File: config.mk
export PLATFORM = sky130hd
export DESIGN_NAME = kernel_pingpong_buf
export DESIGN_NICKNAME = d
export VERILOG_FILES = /design/src/rtl/kernel_pingpong_buf.sv
export SDC_FILE = /design/constraint.sdc
export NUM_CORES = 1
export LEC_CHECK = 0
export CORE_UTILIZATION = 62
export CTS_BUF_LIST = sky130_fd_sc_hd__clkbuf_4
export CTS_CLUSTER_DIAMETER = 40
export DETAILED_ROUTE_END_ITERATION = 7
export GPL_TIMING_DRIVEN = 0
export PLACE_DENSITY = 0.85
export REMOVE_ABC_BUFFERS = 1
export SLEW_MARGIN = 20
export SYNTH_ARGS = -nofsm -noshare
export SYNTH_HDL_FRONTEND = slang
export SYNTH_SLANG_ARGS = --single-unit
File: constraint.sdc
create_clock -name i_clk -period 2.8 [get_ports i_clk]
set_clock_uncertainty 0.2 [all_clocks]
set_input_delay 0.56 -clock i_clk [delete_from_list [all_inputs] [get_ports i_clk]]
set_output_delay 0.56 -clock i_clk [all_outputs]
set_load 0.05 [all_outputs]
File: src/rtl/kernel_pingpong_buf.sv
// kernel_pingpong_buf
// Double-buffered kernel weight store for the convolution datapath. The host
// loads the shadow bank while the active bank streams taps (raster order, all
// output channels side by side) to the MAC array under valid/ready. A commit
// swaps the banks. If a stream is running, the swap waits until the stream ends.
//
// Ports
//   i_clk, i_rst            clock, synchronous active-high reset
//   wr_en/wr_ch/wr_addr/
//   wr_data                 single-cycle write into the shadow bank
//   i_commit                request bank swap (shadow load complete)
//   i_start                 begin streaming the active bank
//   i_num_passes            kernel replays per start (0 behaves as 1)
//   i_ready                 downstream accepts the current beat
//   o_data                  tap of every channel, channel c at [c*WEIGHT_WIDTH +: WEIGHT_WIDTH]
//   o_valid                 o_data valid
//   o_tap_last / o_last     last tap of a pass / last tap of the last pass
//   o_busy                  stream in progress
//   o_commit_pending        swap deferred behind a running stream
//   o_active_valid          active bank holds committed weights
//   o_wr_err                previous-cycle write was rejected
//
// state     | meaning
// ST_IDLE   | no stream; pending swaps execute here, i_start is accepted
// ST_STREAM | presenting beats; advances one tap per handshake
module kernel_pingpong_buf #(
  parameter int KERNEL_SIZE       = 3,
  parameter int NUM_CH            = 4,
  parameter int WEIGHT_WIDTH      = 8,
  parameter int KERNEL_ADDR_WIDTH = 4,
  parameter int CH_ADDR_WIDTH     = 2,
  parameter int PASS_WIDTH        = 8
) (
  input  logic                           i_clk,
  input  logic                           i_rst,
  input  logic                           wr_en,
  input  logic [CH_ADDR_WIDTH-1:0]       wr_ch,
  input  logic [KERNEL_ADDR_WIDTH-1:0]   wr_addr,
  input  logic [WEIGHT_WIDTH-1:0]        wr_data,
  input  logic                           i_commit,
  input  logic                           i_start,
  input  logic [PASS_WIDTH-1:0]          i_num_passes,
  input  logic                           i_ready,
  output logic [NUM_CH*WEIGHT_WIDTH-1:0] o_data,
  output logic                           o_valid,
  output logic                           o_tap_last,
  output logic                           o_last,
  output logic                           o_busy,
  output logic                           o_commit_pending,
  output logic                           o_active_valid,
  output logic                           o_wr_err
);

  localparam int TAPS     = KERNEL_SIZE * KERNEL_SIZE;
  localparam int CH_DEPTH = 2 ** CH_ADDR_WIDTH;
  localparam int TAP_DEPTH = 2 ** KERNEL_ADDR_WIDTH;
  localparam logic [KERNEL_ADDR_WIDTH-1:0] TAP_LAST = KERNEL_ADDR_WIDTH'(TAPS - 1);

  localparam logic [0:0] ST_IDLE   = 1'b0;
  localparam logic [0:0] ST_STREAM = 1'b1;

  // Arrays are sized to the full address space so every index is in range;
  // out-of-range writes are rejected before they reach the array.
  logic [WEIGHT_WIDTH-1:0] mem [0:1][0:CH_DEPTH-1][0:TAP_DEPTH-1];

  logic [0:0]                   state;
  logic                         active_sel;
  logic [1:0]                   bank_valid;
  logic                         pending;
  logic [KERNEL_ADDR_WIDTH-1:0] tap;
  logic [PASS_WIDTH-1:0]        pass;
  logic [PASS_WIDTH-1:0]        last_pass;
  logic                         wr_err_q;

  logic in_idle;
  logic in_stream;
  logic swap_now;
  logic eff_valid;
  logic start_ok;
  logic wr_ok;
  logic tap_wrap;
  logic pass_wrap;

  always_comb begin
    in_idle   = (state == ST_IDLE);
    in_stream = (state == ST_STREAM);
    // A deferred swap and a fresh commit both take effect on an idle edge.
    swap_now  = in_idle && (pending || i_commit);
    // The bank a same-cycle start would read is the post-swap active bank.
    eff_valid = swap_now || bank_valid[active_sel];
    start_ok  = in_idle && i_start && eff_valid;
    wr_ok     = wr_en && !pending &&
                (int'(wr_addr) < TAPS) && (int'(wr_ch) < NUM_CH);
    tap_wrap  = (tap == TAP_LAST);
    pass_wrap = (pass == last_pass);
  end

  always_ff @(posedge i_clk) begin
    if (i_rst) begin
      state      <= ST_IDLE;
      active_sel <= 1'b0;
      bank_valid <= 2'b00;
      pending    <= 1'b0;
      tap        <= '0;
      pass       <= '0;
      last_pass  <= '0;
      wr_err_q   <= 1'b0;
    end else begin
      wr_err_q <= wr_en && !wr_ok;

      if (swap_now) begin
        active_sel <= ~active_sel;
        // New active = old shadow is marked valid, the new shadow is not.
        bank_valid <= active_sel ? 2'b01 : 2'b10;
        pending    <= 1'b0;
      end else if (in_stream && i_commit) begin
        pending <= 1'b1;
      end

      case (state)
        ST_IDLE: begin
          if (start_ok) begin
            state     <= ST_STREAM;
            tap       <= '0;
            pass      <= '0;
            last_pass <= (i_num_passes == '0) ? '0 : i_num_passes - 1'b1;
          end
        end
        ST_STREAM: begin
          if (i_ready) begin
            if (tap_wrap) begin
              tap <= '0;
              if (pass_wrap) begin
                state <= ST_IDLE;
              end else begin
                pass <= pass + 1'b1;
              end
            end else begin
              tap <= tap + 1'b1;
            end
          end
        end
        default: state <= ST_IDLE;
      endcase
    end
  end

  // Writes always target the current shadow. With a same-cycle commit that
  // shadow becomes the active bank, so the write is visible to the new stream.
  always_ff @(posedge i_clk) begin
    if (!i_rst && wr_ok) begin
      mem[~active_sel][wr_ch][wr_addr] <= wr_data;
    end
  end

  // Beat data is read from flop storage addressed by registered tap and bank
  // select. The streaming bank cannot be written (writes go to the shadow, and
  // the swap waits for IDLE), so o_data is stable across stalls.
  always_comb begin
    o_data = '0;
    if (in_stream) begin
      for (int c = 0; c < NUM_CH; c++) begin
        o_data[c*WEIGHT_WIDTH +: WEIGHT_WIDTH] = mem[active_sel][CH_ADDR_WIDTH'(c)][tap];
      end
    end
  end

  assign o_valid          = in_stream;
  assign o_busy           = in_stream;
  assign o_tap_last       = in_stream && tap_wrap;
  assign o_last           = in_stream && tap_wrap && pass_wrap;
  assign o_commit_pending = pending;
  assign o_active_valid   = bank_valid[active_sel];
  assign o_wr_err         = wr_err_q;

endmodule

Run 1, I/O pins on the die edge:
Pins as bars across the die edge, other pins in grey.
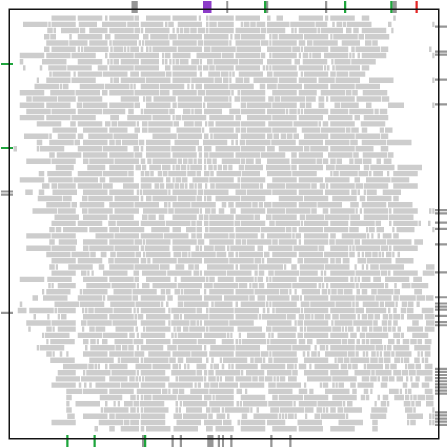
wr_addr -> purple  # pins 4, direction input, edge north
i_clk -> red  # pins 1, direction input, edge north
wr_data -> green  # pins 8, direction input, edge 3 north, 3 south, 2 west
Die X: 187 µm
chip height: 187 µm

Run 1, metal layers overlaid:
Two of the layers only.
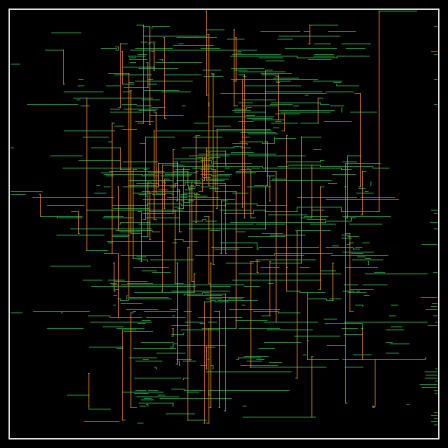
M4 -> orange  # wire length 3200 µm
M3 -> green  # wire length 6060 µm
gr usage total: 31.6%
mean routed wirelength per cell: 26.7 µm
DR vias: 13171
Routed WL: 56.7 mm

Run 1, routed clock nets over the placement:
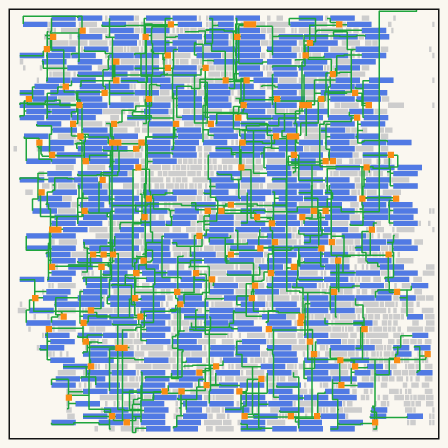
flip-flops -> blue  # count 538
clock-net drivers -> orange  # count 135
clock wires -> green  # length 7520 µm
flops lie = widely spread
Latency at later pin: 0.83 ns
Clock power frac: 38.1%
Clk power: 7.08 mW

run 1: per-layer routing:
metal  wire length [µm]  global-route usage, %  vias up
met5                  0                      0        -
met4               3200                   18.9        0
met3               6060                   8.09      225
met2              28400                   51.5     1136
met1              19000                   38.5     6498
li1                   -                      -     5312
run 1: flip-flops by register name, indices dropped and copies added (netlist names), named ones only:
name / flops
bank_valid: 1
tap: 4
last_pass: 8
o_wr_err: 1
pass: 8
o_commit_pending: 1
mem: 512
o_busy: 1
active_sel: 1
run 1: layout make-up:
type                    count  area (µm²)  area share [%]
repair buffers            143        1860            7.01
clock buffers             197        1480            5.58
inverters                   6        31.3           0.118
diodes                      1        2.50         0.00944
multi-input cells         751        6330            23.9
well taps                 448         561            2.12
flip-flops and latches    538       15900            60.1
clock inverters            37         315            1.19
==> flow_summary.ini, run 1 <==
; flow metrics
[run]
tool_warnings = 29
maxCapViolCount = 0

[logic_synthesis]
synthAdderAreaFrac_pct = 0.294
xor_share_pct = 0.700
yosysSeqAreaShare_pct = 74.8
postSynthCellCount = 1128
synthTopCellsByCount = edfxtp_1, mux4_2, nand2_1, nor2_1, mux2i_1
synthAoiAreaFrac_pct = 4.03
yosysUniqueCellTypes = 50
synthTopCellsByArea = edfxtp_1, mux4_2, dfxtp_1, mux2i_1, nand2_1
top_area_cell = edfxtp_1
top_area_share_pct = 72.3
simple_gate_area_share_pct = 4.67
yosysMostFrequentCell = edfxtp_1
synthTopLogicFamily = multiplexers
yosys_area_um2 = 21300
ys_sh_mux_pct = 13.5
synth-edff-count = 512
avgSynthCellArea_um2 = 18.8
ys_cells = 1128
flop_cell = edfxtp_1
numSynthFlops = 538
synth_warnings = 0
synth_area_um2 = 21300
async_flop_share_pct = 0

[critical_path]
arrival_ns = 3.16
r2r_slack_ns = -0.01
critPathBufInv = 1
crit-reg2reg-launch = o_commit_pending
worst_setup_path_end_kind = output pin
cpPeakStageDelay_ns = 0.63
endpoint = o_data[9]
cp_max_fo = 23
cp.depth = 6
worstPathRequired_ns = 2.04
reg2reg_to = mem[0][374]
worstSetupStartpointType = register
path_class = reg -> out
path_cells = or3b_4 -> o22ai_1 -> a211oi_2 -> nand2_1 -> a32o_2 -> buf_6
crit_start = tap[2]
cp_slowest_cell = dfxtp_4
r2r_cells = 3
cpLargestDelayFamily = AND-OR/OR-AND gates

[routing]
drt-initial-drc-count = 1771
ant_nets = 0
drcViolationCount = 0
avgViaCountPerCell = 6.21
firstDrtPassIters = 7

[finish]
finalInstanceArea_um2 = 26500
drive_above_1_share_pct = 33.1
final_cells = 2121
lay_top_cells = edfxtp_1, conb_1, clkbuf_4
final_nets = 1608
syn2layout_area_growth_pct = 24.7
mostFrequentLayoutCell = edfxtp_1
utilization_pct = 78.8
nFillCells = 1593

[power]
irDropWorstVdd_mv = 0.421
powerDensity_nw_per_um2 = 702
intPower_mw = 14.0
switching_share_pct = 25.0
combPwrFrac_pct = 12.2
p_total_mw = 18.6
top_power_group = registers
power.share.sequential_pct = 49.7
p_sw_mw = 4.64
p_comb_mw = 2.27
p_seq_mw = 9.25
p_leak_nw = 9.31

[clock_tree]
tritoncts = yes
clk_pin_slew_ns = 0.06
postCtsResizedCells = 253
clock_tree.buffer_depth = 3
clock-sinks = 538
root_buffer = clkbuf_4
hold_buffers = 3
cts_buffers = 135
cts_setup_buffers = 55
cts_max_level = 4

[sta]
timing.final.crit_share_pct = 140
max_slew_margin_pct = 18.4
grt_setup_unrepaired = true
drv_slew = 0
period_minus_slack_ns = 3.92
worst_pin_slew_ns = 1.22
fin_setup_tns_ns = -15.71
setup_viol = 23
final_hold_viol_count = 0
layout_setup_ws_ns = -1.12
fmax_ghz = 0.255
whs_ns = 0.0326

[place]
port_buffers = 50
placed_area_um2 = 23200
pre_cts_ws_ns = -2.03
gp_congestion = 0.831
dp_hpwl_mm = 26.4
dp_cells = 1811

[grt]
grt_max_degree = 49
grt_pass1_vias = 13237
antenna_found_initial = 1
grt_overflow = 0
grt_pass1_wl_mm = 79.6

[hold_path]
hold_start = wr_data[0]
hold_path_class = in -> reg
min_path_cells = 1
hold_path_end = mem[1][488]

[floorplanning]
core_area_um2 = 33600
num_rows = 67
io-pin-count = 67
fp_util_pct = 63.2
die-area_um2 = 35000

[outcome]
violations = setup timing
status = finished, violations left
Run 1, routing congestion map:
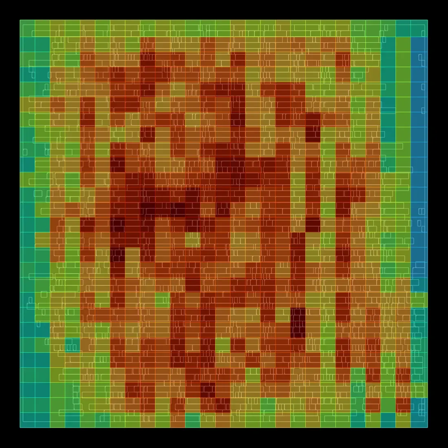

==> inputs of run 2 (changes only) <==
--- a/config.mk
+++ b/config.mk
@@ -5,12 +5,12 @@
 export SDC_FILE = /design/constraint.sdc
 export NUM_CORES = 1
 export LEC_CHECK = 0
-export CORE_UTILIZATION = 62
+export CORE_UTILIZATION = 32
 export CTS_BUF_LIST = sky130_fd_sc_hd__clkbuf_4
 export CTS_CLUSTER_DIAMETER = 40
 export DETAILED_ROUTE_END_ITERATION = 7
 export GPL_TIMING_DRIVEN = 0
-export PLACE_DENSITY = 0.85
+export PLACE_DENSITY = 0.52
 export REMOVE_ABC_BUFFERS = 1
 export SLEW_MARGIN = 20
 export SYNTH_ARGS = -nofsm -noshare
Run 2, routing congestion map:
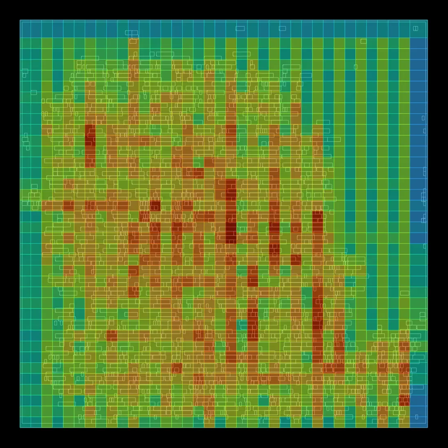
gr usage total: 15.3%
met3 usage: 4.05%
GRT Max-Usage Layer: met2
Final Util: 41.6%

==> flow_summary.ini, run 2 <==
; flow metrics
[outcome]
status = finished, violations left
violations = setup timing

[clock_tree]
clk_pin_slew_ns = 0.06
cts_buffers = 145
clock-sinks = 538
clock_tree.buffer_depth = 3
hold_buffers = 8
postCtsResizedCells = 263
tritoncts = yes
cts_setup_buffers = 43
cts_max_level = 4
root_buffer = clkbuf_4
clock_latency_ns = 0.90

[critical_path]
r2r_cells = 3
path_cells = buf_16 -> buf_16 -> buf_12 -> buf_4 -> mux4_2 -> a22oi_2 -> nand2_2 -> a32o_2 -> buf_6
path_class = reg -> out
arrival_ns = 3.09
endpoint = o_data[4]
r2r_slack_ns = 0.28
cpPeakStageDelay_ns = 0.52
worstSetupStartpointType = register
worstPathRequired_ns = 2.04
critPathBufInv = 5
cp_slowest_cell = mux4_2
reg2reg_to = mem[1][451]
cp_common_cell = buf_16
crit-reg2reg-launch = o_commit_pending
worst_setup_path_end_kind = output pin
cp_max_fo = 6
cp.depth = 9
cpLargestDelayFamily = buffers and inverters

[logic_synthesis]
postSynthCellCount = 1128
yosys_area_um2 = 21300
flop_cell = edfxtp_1
async_flop_share_pct = 0
synthAdderAreaFrac_pct = 0.294
top_area_cell = edfxtp_1
simple_gate_area_share_pct = 4.67
ys_cells = 1128
xor_share_pct = 0.700
top_area_share_pct = 72.3
synth_area_um2 = 21300
yosysUniqueCellTypes = 50
synthTopLogicFamily = multiplexers
synth-edff-count = 512
yosysMostFrequentCell = edfxtp_1
synthTopCellsByCount = edfxtp_1, mux4_2, nand2_1, nor2_1, mux2i_1
synth_warnings = 0
numSynthFlops = 538
synthTopCellsByArea = edfxtp_1, mux4_2, dfxtp_1, mux2i_1, nand2_1
synthAoiAreaFrac_pct = 4.03
avgSynthCellArea_um2 = 18.8
yosysSeqAreaShare_pct = 74.8
ys_sh_mux_pct = 13.5

[power]
pg_clk_mw = 7.20
irDropWorstVdd_mv = 0.261
intPower_mw = 14.2
top_power_group = registers
p_seq_mw = 9.22
p_leak_nw = 9.49
p_comb_mw = 2.27
clock_power_share_pct = 38.5
power.share.sequential_pct = 49.3
switching_share_pct = 23.8
combPwrFrac_pct = 12.2
p_total_mw = 18.7
powerDensity_nw_per_um2 = 683
p_sw_mw = 4.45

[grt]
grt_pass1_wl_mm = 74.4
grt_pass1_vias = 12392
antenna_found_initial = 1
grt_max_degree = 41
grt_overflow = 0

[finish]
regArea_um2 = 15900
largest_registers = mem x512, last_pass x8, pass x8
mostFrequentLayoutCell = edfxtp_1
drive_above_1_share_pct = 34.4
lay_top_cells = edfxtp_1, conb_1, clkbuf_4
final_nets = 1629
nFillCells = 6022
top_register = mem
largest_register_ff_count = 512
syn2layout_area_growth_pct = 28.8
final_cells = 2576
finalInstanceArea_um2 = 27400
comb_area_um2 = 6330

[routing]
ant_nets = 0
avgViaCountPerCell = 4.63
wl_per_cell_um = 19.6
drt-initial-drc-count = 811
vias = 11916
drcViolationCount = 0
wirelength_mm = 50.5
firstDrtPassIters = 5

[floorplanning]
io-pin-count = 67
fp_util_pct = 32.3
num_rows = 94
core_area_um2 = 65700
die_h_um = 260
floorplan.die.width_um = 260
die-area_um2 = 67500

[place]
pre_cts_ws_ns = -1.83
dp_cells = 2228
placed_area_um2 = 23800
port_buffers = 50
dp_hpwl_mm = 28.3
gp_congestion = 0.747

[sta]
drv_slew = 0
whs_ns = 0.167
max_slew_margin_pct = 46.3
worst_pin_slew_ns = 0.804
fmax_ghz = 0.260
setup_viol = 18
period_minus_slack_ns = 3.85
fin_setup_tns_ns = -16.15
timing.final.crit_share_pct = 137
layout_setup_ws_ns = -1.05
grt_setup_unrepaired = true
final_hold_viol_count = 0

[hold_path]
min_path_cells = 3
hold_start = i_start
hold_path_end = o_busy
hold_path_class = in -> reg

[run]
tool_warnings = 30
maxCapViolCount = 0
Run 2, routed clock nets over the placement:
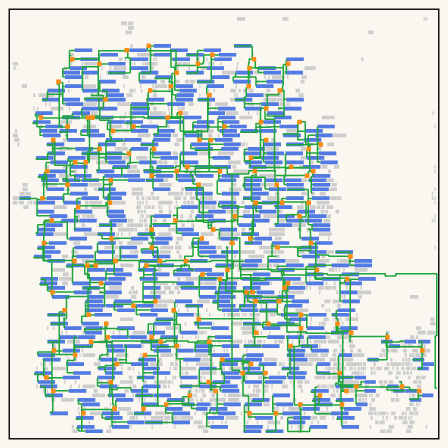
clock wires -> green  # length 7330 µm
clock-net drivers -> orange  # count 145
flip-flops -> blue  # count 538
routed clock nets = 146

run 2: cell types whose count changed in the layout (fill, tap and decap cells not counted), moves of 3 or more:
cell and change:
nand2_2 +4, clkbuf_4 +25, clkinv_2 +3, nand2_1 -4, inv_6 +3, nor2_1 +3
buf_12 +5, dlygate4sd3_1 +8, buf_6 -3
run 2: cell type report:
type                       count  area share [%]
clock inverter                40            1.06
timing repair buffer         154            7.48
multi-input combinational    751            23.1
antenna                        1         0.00914
clock buffer                 222            6.09
tap                          864            3.95
sequential                   538            58.1
inverter                       6           0.142
run 2: metal layers:
metal	GRT usage, %	vias to the layer above	part of all wire, %
li1	-	5391	-
met1	19.0	6144	43
met2	25.3	311	50
met3	4.05	70	5.1
met4	6.13	0	2.1
met5	0	-	0
Run 2, I/O pins on the die edge:
Pins as bars across the die edge, other pins in grey.
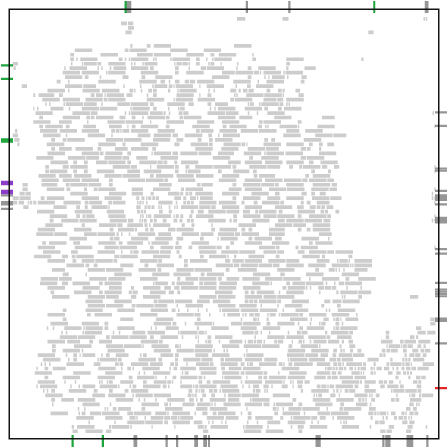

==> inputs of run 3 (changes only) <==
--- a/config.mk
+++ b/config.mk
@@ -5,6 +5,7 @@
 export SDC_FILE = /design/constraint.sdc
 export NUM_CORES = 1
 export LEC_CHECK = 0
+export CORE_MARGIN = 10
 export CORE_UTILIZATION = 32
 export CTS_BUF_LIST = sky130_fd_sc_hd__clkbuf_4
 export CTS_CLUSTER_DIAMETER = 40
Run 3, I/O pins on the die edge:
Pins as bars across the die edge, other pins in grey.
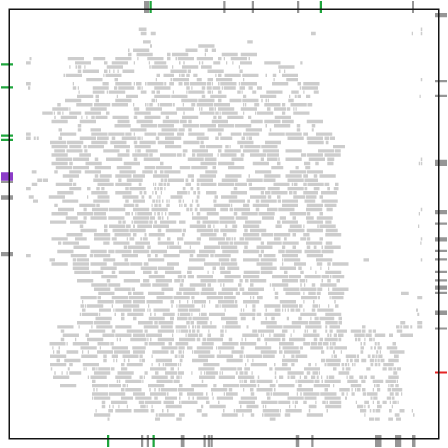
wr_data -> green  # pins 8, direction input, edge 4 west, 2 north, 2 south
i_clk -> red  # pins 1, direction input, edge east
wr_addr -> purple  # pins 4, direction input, edge west
chip height: 278 µm
Port-buffer cells: 50
Die X: 278 µm

==> flow_summary.ini, run 3 <==
; flow metrics
[power]
p_sw_mw = 4.39
power.share.sequential_pct = 50.2
clock_power_share_pct = 37.2
irDropWorstVdd_mv = 0.330
p_seq_mw = 9.23
switching_share_pct = 23.9
top_power_group = registers
powerDensity_nw_per_um2 = 673
pg_clk_mw = 6.84
intPower_mw = 14.0
p_total_mw = 18.4

[logic_synthesis]
async_flop_share_pct = 0
synth_warnings = 0
synthTopLogicFamily = multiplexers
synthAdderAreaFrac_pct = 0.294
synthAoiAreaFrac_pct = 4.03
yosysUniqueCellTypes = 50
synth_area_um2 = 21300
xor_share_pct = 0.700
ys_cells = 1128
synthTopCellsByCount = edfxtp_1, mux4_2, nand2_1, nor2_1, mux2i_1
yosysMostFrequentCell = edfxtp_1
yosys_area_um2 = 21300
yosysSeqAreaShare_pct = 74.8
flop_cell = edfxtp_1
avgSynthCellArea_um2 = 18.8
top_area_share_pct = 72.3
top_area_cell = edfxtp_1

[clock_tree]
clock_latency_ns = 0.90
cts_setup_buffers = 44
cts_max_level = 4
postCtsResizedCells = 244
root_buffer = clkbuf_4

[routing]
top_layer_used = met4
drcViolationCount = 0
met3WireLength_mm = 2.60
ant_nets = 0
vias = 11848
m1WireLength_mm = 21.6
wirelength_mm = 50.8
drt-initial-drc-count = 741
wl_met2_mm = 25.7

[critical_path]
worst_setup_path_end_kind = output pin
path_cells = buf_8 -> buf_16 -> mux4_2 -> a211oi_4 -> nand2_2 -> a32o_2 -> buf_6
worstSetupStartpointType = register
cp_slowest_cell = mux4_2
r2r_slack_ns = 0.17
path_class = reg -> out
arrival_ns = 3.04
worstPathRequired_ns = 2.04
r2r_cells = 3
cp_max_fo = 6
reg2reg_to = mem[0][363]
crit-reg2reg-launch = o_commit_pending

[place]
gp_congestion = 0.757
pre_cts_ws_ns = -1.75

[hold_path]
hold_path_end = last_pass[0]
min_path_cells = 4
hold_path_class = in -> reg
hold_start = i_num_passes[0]

[sta]
drv_slew = 0
layout_setup_ws_ns = -1.00
whs_ns = 0.166
worst_pin_slew_ns = 1.05
final_hold_viol_count = 0
fin_setup_tns_ns = -15.67
fmax_ghz = 0.263
setup_viol = 20
max_slew_margin_pct = 30.0

[run]
tool_warnings = 30

[floorplanning]
num_rows = 94

[grt]
antenna_found_initial = 2
grt_overflow = 0
grtUsageTotal_pct = 13.1
grt_pass1_wl_mm = 75.4
grt_pass1_vias = 12365

[finish]
largest_registers = mem x512, last_pass x8, pass x8
lay_top_cells = edfxtp_1, conb_1, clkbuf_4
syn2layout_area_growth_pct = 28.7
mostFrequentLayoutCell = edfxtp_1
nFillCells = 6034
drive_above_1_share_pct = 34.5

[outcome]
status = finished, violations left
violations = setup timing
Run 3, routing congestion map:
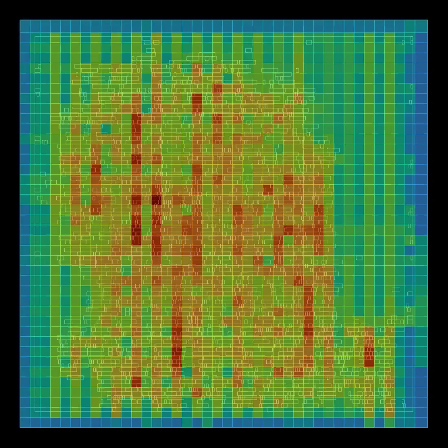
met3 usage: 3.64%
mean routed wirelength per cell: 19.7 µm
met2 usage: 22.1%
Final Util: 41.5%
grt met1 use: 15.7%

run 3: final cells by class:
| cell class | instances | area, µm² | share of cell area (%) |
|---|---|---|---|
| sequential | 538 | 15900 | 58.2 |
| multi-input combinational | 751 | 6360 | 23.2 |
| timing repair buffer | 163 | 2130 | 7.78 |
| clock buffer | 217 | 1630 | 5.96 |
| tap | 864 | 1080 | 3.95 |
| clock inverter | 34 | 194 | 0.709 |
| inverter | 6 | 31.3 | 0.114 |
| antenna | 4 | 10.0 | 0.0366 |
run 3: worst max-delay path, delay by kind of cell (launching register included):
kind / cells / cell delay, ns
muxes: 1 / 0.53
buffers and inverters: 3 / 0.44
and+or+nand+nor: 1 / 0.13
AOI/OAI and AO/OA: 2 / 0.62
DFF: 1 / 0.40
No activity file was given, so power comes from the tool's default toggle rates.
